### Clock routing

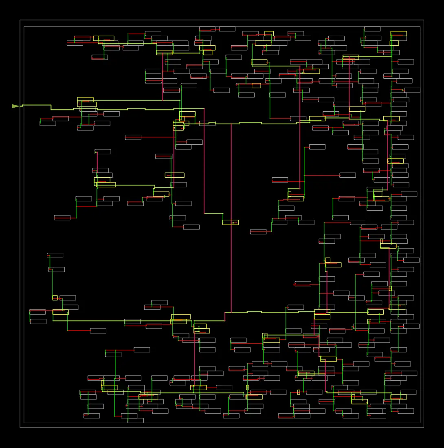
### Power grid

Scale bar: 50 µm. Pins as bars on the die edge.
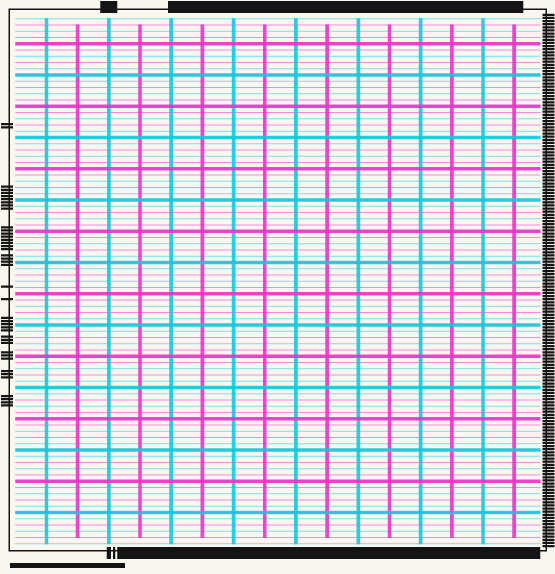
## config.mk

```make
export PLATFORM = sky130hd
export DESIGN_NAME = onchip_mem_arbiter_flat
export DESIGN_NICKNAME = d
export VERILOG_FILES = /design/src/rtl/onchip_mem_arbiter_if.sv /design/src/rtl/onchip_mem_arbiter.sv /design/src/flat_wrapper.sv
export SDC_FILE = /design/constraint.sdc
export NUM_CORES = 1
export LEC_CHECK = 0
export ABC_CLOCK_PERIOD_IN_PS = 5170
export CAP_MARGIN = 0
export CORE_AREA = 2 2 231 233
export DETAILED_ROUTE_END_ITERATION = 10
export DIE_AREA = 0 0 233 235
export PLACE_DENSITY_LB_ADDON = 0.25
export SYNTH_ARGS = -nofsm -noshare
export SYNTH_HDL_FRONTEND = slang
export SYNTH_SLANG_ARGS = --single-unit
```

## constraint.sdc

```tcl
create_clock -name clk -period 5.17 [get_ports clk]
set_clock_uncertainty 0.1 [all_clocks]
set_input_delay 1.034 -clock clk [delete_from_list [all_inputs] [get_ports clk]]
set_output_delay 1.034 -clock clk [all_outputs]
set_load 0.05 [all_outputs]
```

## src/rtl/onchip_mem_arbiter_if.sv

```systemverilog
// Two-requester burst read bus plus the on-chip memory port.
// slave: the arbiter side; master: requesters and memory model.
interface onchip_mem_arbiter_if #(
  parameter int ADDR_W = 13,
  parameter int DATA_W = 256
);
  logic              m0_req;
  logic [ADDR_W-1:0] m0_addr;
  logic [ADDR_W:0]   m0_len;
  logic              m0_gnt;
  logic              m0_rdata_valid;
  logic              m0_done;

  logic              m1_req;
  logic [ADDR_W-1:0] m1_addr;
  logic [ADDR_W:0]   m1_len;
  logic              m1_gnt;
  logic              m1_rdata_valid;
  logic              m1_done;

  logic [DATA_W-1:0] rdata;

  logic              mem_chip_select;
  logic              mem_clk_ena;
  logic              mem_read;
  logic [ADDR_W-1:0] mem_addr;
  logic [DATA_W-1:0] mem_read_data;

  modport slave (
    input  m0_req, m0_addr, m0_len,
    input  m1_req, m1_addr, m1_len,
    input  mem_read_data,
    output m0_gnt, m0_rdata_valid, m0_done,
    output m1_gnt, m1_rdata_valid, m1_done,
    output rdata,
    output mem_chip_select, mem_clk_ena,
    output mem_read, mem_addr
  );

  modport master (
    output m0_req, m0_addr, m0_len,
    output m1_req, m1_addr, m1_len,
    output mem_read_data,
    input  m0_gnt, m0_rdata_valid, m0_done,
    input  m1_gnt, m1_rdata_valid, m1_done,
    input  rdata,
    input  mem_chip_select, mem_clk_ena,
    input  mem_read, mem_addr
  );
endinterface

```

## src/rtl/onchip_mem_arbiter.sv

```systemverilog
// Round-robin burst-read arbiter for two requesters sharing one
// on-chip memory; read owner travels with each read to tag rdata.
module onchip_mem_arbiter #(
  parameter int ADDR_W = 13,
  parameter int DATA_W = 256,
  parameter int RD_LAT = 2
) (
  input logic clk,
  input logic rst_n,
  onchip_mem_arbiter_if.slave bus
);
  localparam int LW = ADDR_W + 1;
  localparam int CW = (RD_LAT > 1) ? $clog2(RD_LAT) : 1;
  localparam logic [LW-1:0] MAX_LEN = {1'b1, {ADDR_W{1'b0}}};

  typedef enum logic [1:0] {
    IDLE,
    ISSUE,
    DRAIN,
    DONE
  } state_t;

  state_t            r_state;
  logic              r_own;
  logic              r_last1;
  logic              r_gnt0;
  logic              r_gnt1;
  logic              r_done0;
  logic              r_done1;
  logic              r_rd;
  logic              r_cs;
  logic              r_ena;
  logic [ADDR_W-1:0] r_addr;
  logic [LW-1:0]     r_left;
  logic [CW-1:0]     r_drain;
  logic [RD_LAT-1:0] r_pv;
  logic [RD_LAT-1:0] r_pid;
  logic              r_rv0;
  logic              r_rv1;
  logic [DATA_W-1:0] r_rdata;

  logic              w_any;
  logic              w_pick1;
  logic [LW-1:0]     w_raw;
  logic [LW-1:0]     w_len;
  logic [ADDR_W-1:0] w_start;

  // r_last1 set means m1 was granted last, so a tie goes to m0
  always_comb begin
    w_any   = bus.m0_req | bus.m1_req;
    w_pick1 = bus.m1_req & (~bus.m0_req | ~r_last1);
    w_raw   = w_pick1 ? bus.m1_len : bus.m0_len;
    w_start = w_pick1 ? bus.m1_addr : bus.m0_addr;
    w_len   = (w_raw > MAX_LEN) ? MAX_LEN : w_raw;
  end

  always_ff @(posedge clk or negedge rst_n) begin
    if (!rst_n) begin
      r_state <= IDLE;
      r_own   <= 1'b0;
      r_last1 <= 1'b1;
      r_gnt0  <= 1'b0;
      r_gnt1  <= 1'b0;
      r_done0 <= 1'b0;
      r_done1 <= 1'b0;
      r_rd    <= 1'b0;
      r_cs    <= 1'b0;
      r_ena   <= 1'b0;
      r_addr  <= '0;
      r_left  <= '0;
      r_drain <= '0;
    end else begin
      r_ena   <= 1'b1;
      r_done0 <= 1'b0;
      r_done1 <= 1'b0;
      unique case (r_state)
        IDLE: begin
          if (w_any) begin
            r_own   <= w_pick1;
            r_last1 <= w_pick1;
            r_gnt0  <= ~w_pick1;
            r_gnt1  <= w_pick1;
            r_state <= ISSUE;
            if (w_len != '0) begin
              r_rd   <= 1'b1;
              r_cs   <= 1'b1;
              r_addr <= w_start;
              r_left <= w_len - LW'(1);
            end
          end
        end
        ISSUE: begin
          // no read outstanding here means a zero-length burst
          if (!r_rd) begin
            r_state <= DONE;
            r_done0 <= ~r_own;
            r_done1 <= r_own;
          end else if (r_left == '0) begin
            r_rd    <= 1'b0;
            r_cs    <= 1'b0;
            r_addr  <= '0;
            r_drain <= CW'(RD_LAT - 1);
            r_state <= DRAIN;
          end else begin
            r_addr <= r_addr + ADDR_W'(1);
            r_left <= r_left - LW'(1);
          end
        end
        DRAIN: begin
          if (r_drain == '0) begin
            r_state <= DONE;
            r_done0 <= ~r_own;
            r_done1 <= r_own;
          end else begin
            r_drain <= r_drain - CW'(1);
          end
        end
        DONE: begin
          r_gnt0  <= 1'b0;
          r_gnt1  <= 1'b0;
          r_state <= IDLE;
        end
      endcase
    end
  end

  // owner tags ride alongside the memory latency
  always_ff @(posedge clk or negedge rst_n) begin
    if (!rst_n) begin
      r_pv    <= '0;
      r_pid   <= '0;
      r_rv0   <= 1'b0;
      r_rv1   <= 1'b0;
      r_rdata <= '0;
    end else begin
      r_pv    <= (r_pv << 1) | RD_LAT'(r_rd);
      r_pid   <= (r_pid << 1) | RD_LAT'(r_own);
      r_rv0   <= r_pv[RD_LAT-1] & ~r_pid[RD_LAT-1];
      r_rv1   <= r_pv[RD_LAT-1] & r_pid[RD_LAT-1];
      r_rdata <= bus.mem_read_data;
    end
  end

  assign bus.m0_gnt          = r_gnt0;
  assign bus.m1_gnt          = r_gnt1;
  assign bus.m0_done         = r_done0;
  assign bus.m1_done         = r_done1;
  assign bus.m0_rdata_valid  = r_rv0;
  assign bus.m1_rdata_valid  = r_rv1;
  assign bus.rdata           = r_rdata;
  assign bus.mem_read        = r_rd;
  assign bus.mem_chip_select = r_cs;
  assign bus.mem_clk_ena     = r_ena;
  assign bus.mem_addr        = r_addr;
endmodule

```

## src/flat_wrapper.sv

```systemverilog
// flat-port wrapper written by rule: the top's interface ports become plain ports
module onchip_mem_arbiter_flat 
#(
  parameter int ADDR_W = 13,
  parameter int DATA_W = 256,
  parameter int RD_LAT = 2
)
  (clk, rst_n, bus_m0_req, bus_m0_addr, bus_m0_len, bus_m1_req, bus_m1_addr, bus_m1_len, bus_mem_read_data, bus_m0_gnt, bus_m0_rdata_valid, bus_m0_done, bus_m1_gnt, bus_m1_rdata_valid, bus_m1_done, bus_rdata, bus_mem_chip_select, bus_mem_clk_ena, bus_mem_read, bus_mem_addr);
  onchip_mem_arbiter_if #(.ADDR_W(ADDR_W), .DATA_W(DATA_W)) bus_i ();
  input logic clk;
  input logic rst_n;
  input wire logic [$bits(bus_i.m0_req)-1:0] bus_m0_req;
  input wire logic [$bits(bus_i.m0_addr)-1:0] bus_m0_addr;
  input wire logic [$bits(bus_i.m0_len)-1:0] bus_m0_len;
  input wire logic [$bits(bus_i.m1_req)-1:0] bus_m1_req;
  input wire logic [$bits(bus_i.m1_addr)-1:0] bus_m1_addr;
  input wire logic [$bits(bus_i.m1_len)-1:0] bus_m1_len;
  input wire logic [$bits(bus_i.mem_read_data)-1:0] bus_mem_read_data;
  output wire logic [$bits(bus_i.m0_gnt)-1:0] bus_m0_gnt;
  output wire logic [$bits(bus_i.m0_rdata_valid)-1:0] bus_m0_rdata_valid;
  output wire logic [$bits(bus_i.m0_done)-1:0] bus_m0_done;
  output wire logic [$bits(bus_i.m1_gnt)-1:0] bus_m1_gnt;
  output wire logic [$bits(bus_i.m1_rdata_valid)-1:0] bus_m1_rdata_valid;
  output wire logic [$bits(bus_i.m1_done)-1:0] bus_m1_done;
  output wire logic [$bits(bus_i.rdata)-1:0] bus_rdata;
  output wire logic [$bits(bus_i.mem_chip_select)-1:0] bus_mem_chip_select;
  output wire logic [$bits(bus_i.mem_clk_ena)-1:0] bus_mem_clk_ena;
  output wire logic [$bits(bus_i.mem_read)-1:0] bus_mem_read;
  output wire logic [$bits(bus_i.mem_addr)-1:0] bus_mem_addr;
  assign bus_i.m0_req = bus_m0_req;
  assign bus_i.m0_addr = bus_m0_addr;
  assign bus_i.m0_len = bus_m0_len;
  assign bus_i.m1_req = bus_m1_req;
  assign bus_i.m1_addr = bus_m1_addr;
  assign bus_i.m1_len = bus_m1_len;
  assign bus_i.mem_read_data = bus_mem_read_data;
  assign bus_m0_gnt = bus_i.m0_gnt;
  assign bus_m0_rdata_valid = bus_i.m0_rdata_valid;
  assign bus_m0_done = bus_i.m0_done;
  assign bus_m1_gnt = bus_i.m1_gnt;
  assign bus_m1_rdata_valid = bus_i.m1_rdata_valid;
  assign bus_m1_done = bus_i.m1_done;
  assign bus_rdata = bus_i.rdata;
  assign bus_mem_chip_select = bus_i.mem_chip_select;
  assign bus_mem_clk_ena = bus_i.mem_clk_ena;
  assign bus_mem_read = bus_i.mem_read;
  assign bus_mem_addr = bus_i.mem_addr;
  onchip_mem_arbiter #(.ADDR_W(ADDR_W), .DATA_W(DATA_W), .RD_LAT(RD_LAT)) u_core (.clk(clk), .rst_n(rst_n), .bus(bus_i));
endmodule
```

==> flow_summary.json <==
{
  "status": "finished, final reports clean",
  "place_ws_ps": 530,
  "critical_path.endpoint": "u_core.r_left[10]",
  "switching_share_pct": 34.6,
  "finalClockPeriodUsage_pct": 80.6,
  "synthDistinctLibCells": 61,
  "switchingPower_mw": 2.76,
  "r2r_cells": 12,
  "synth_warnings": 0,
  "crit_family": "AND-OR/OR-AND gates",
  "drive_above_1_share_pct": 6.33,
  "synthCells": 622,
  "final-seq-area_um2": 7530,
  "n_fill_cell": 5167,
  "worstMarginPinSlew_ps": 787,
  "synth-async-reset-ratio_pct": 100,
  "grt_pass1_wl_um": 56400,
  "postSynthSeqShare_pct": 78.7,
  "whs_ps": 254,
  "top_area_cell": "dfrtp_1",
  "synthTopLogicFamily": "AND-OR/OR-AND gates",
  "r2r-start": "u_core.r_last1",
  "mux_share_pct": 3.18,
  "met2_usage_pct": 25.4,
  "fp_util_pct": 18.3,
  "syn_to_final_growth_pct": 83.8,
  "yosys.area.top_type_share_pct": 78.4,
  "slew_violations": 0,
  "fin_util_pct": 33.7,
  "timing.rr.end": "u_core.r_left[10]",
  "ys_chip_area_um2": 9580,
  "critPathLaunch": "bus_m1_req",
  "synth_area_um2": 9580,
  "final_net_count": 1560,
  "seq_share_pct": 42.8,
  "instances_no_fill": 1953,
  "wl_met2_um": 20800,
  "hold_end": "u_core.r_pid[1]",
  "taps": 688,
  "grtUsageMet3_pct": 5.00,
  "highest_layer": "met5",
  "comb_cells": 288,
  "nNonClkInverters": 11,
  "seq-power_mw": 2.82,
  "grt_start_max_net_pins": 95,
  "cts_max_level": 2,
  "gp_congestion": 0.883,
  "avgViaCountPerCell": 3.85,
  "largest_reg_flops": 256,
  "xor_share_pct": 0.457,
  "ys_sh_aoi_pct": 8.31,
  "slowest_delay_ps": 650
}
About 'Clock routing':
Clk. pwr: 2.66 mW
TritonCTS Sinks: 301
sequential cells: 301

About 'Power grid':
| net | color |
|---|---|
| VSS | cyan |
| VDD | magenta |
met5 straps: 16
rows: 84
met1 rails: 85
met4 straps: 16
signal pins: 592
Die Span X: 233 µm
die height: 235 µm
worst IR drop on VDD: 0.000227 V

Power figures rest on the tool's default switching activity, not on a simulated workload.
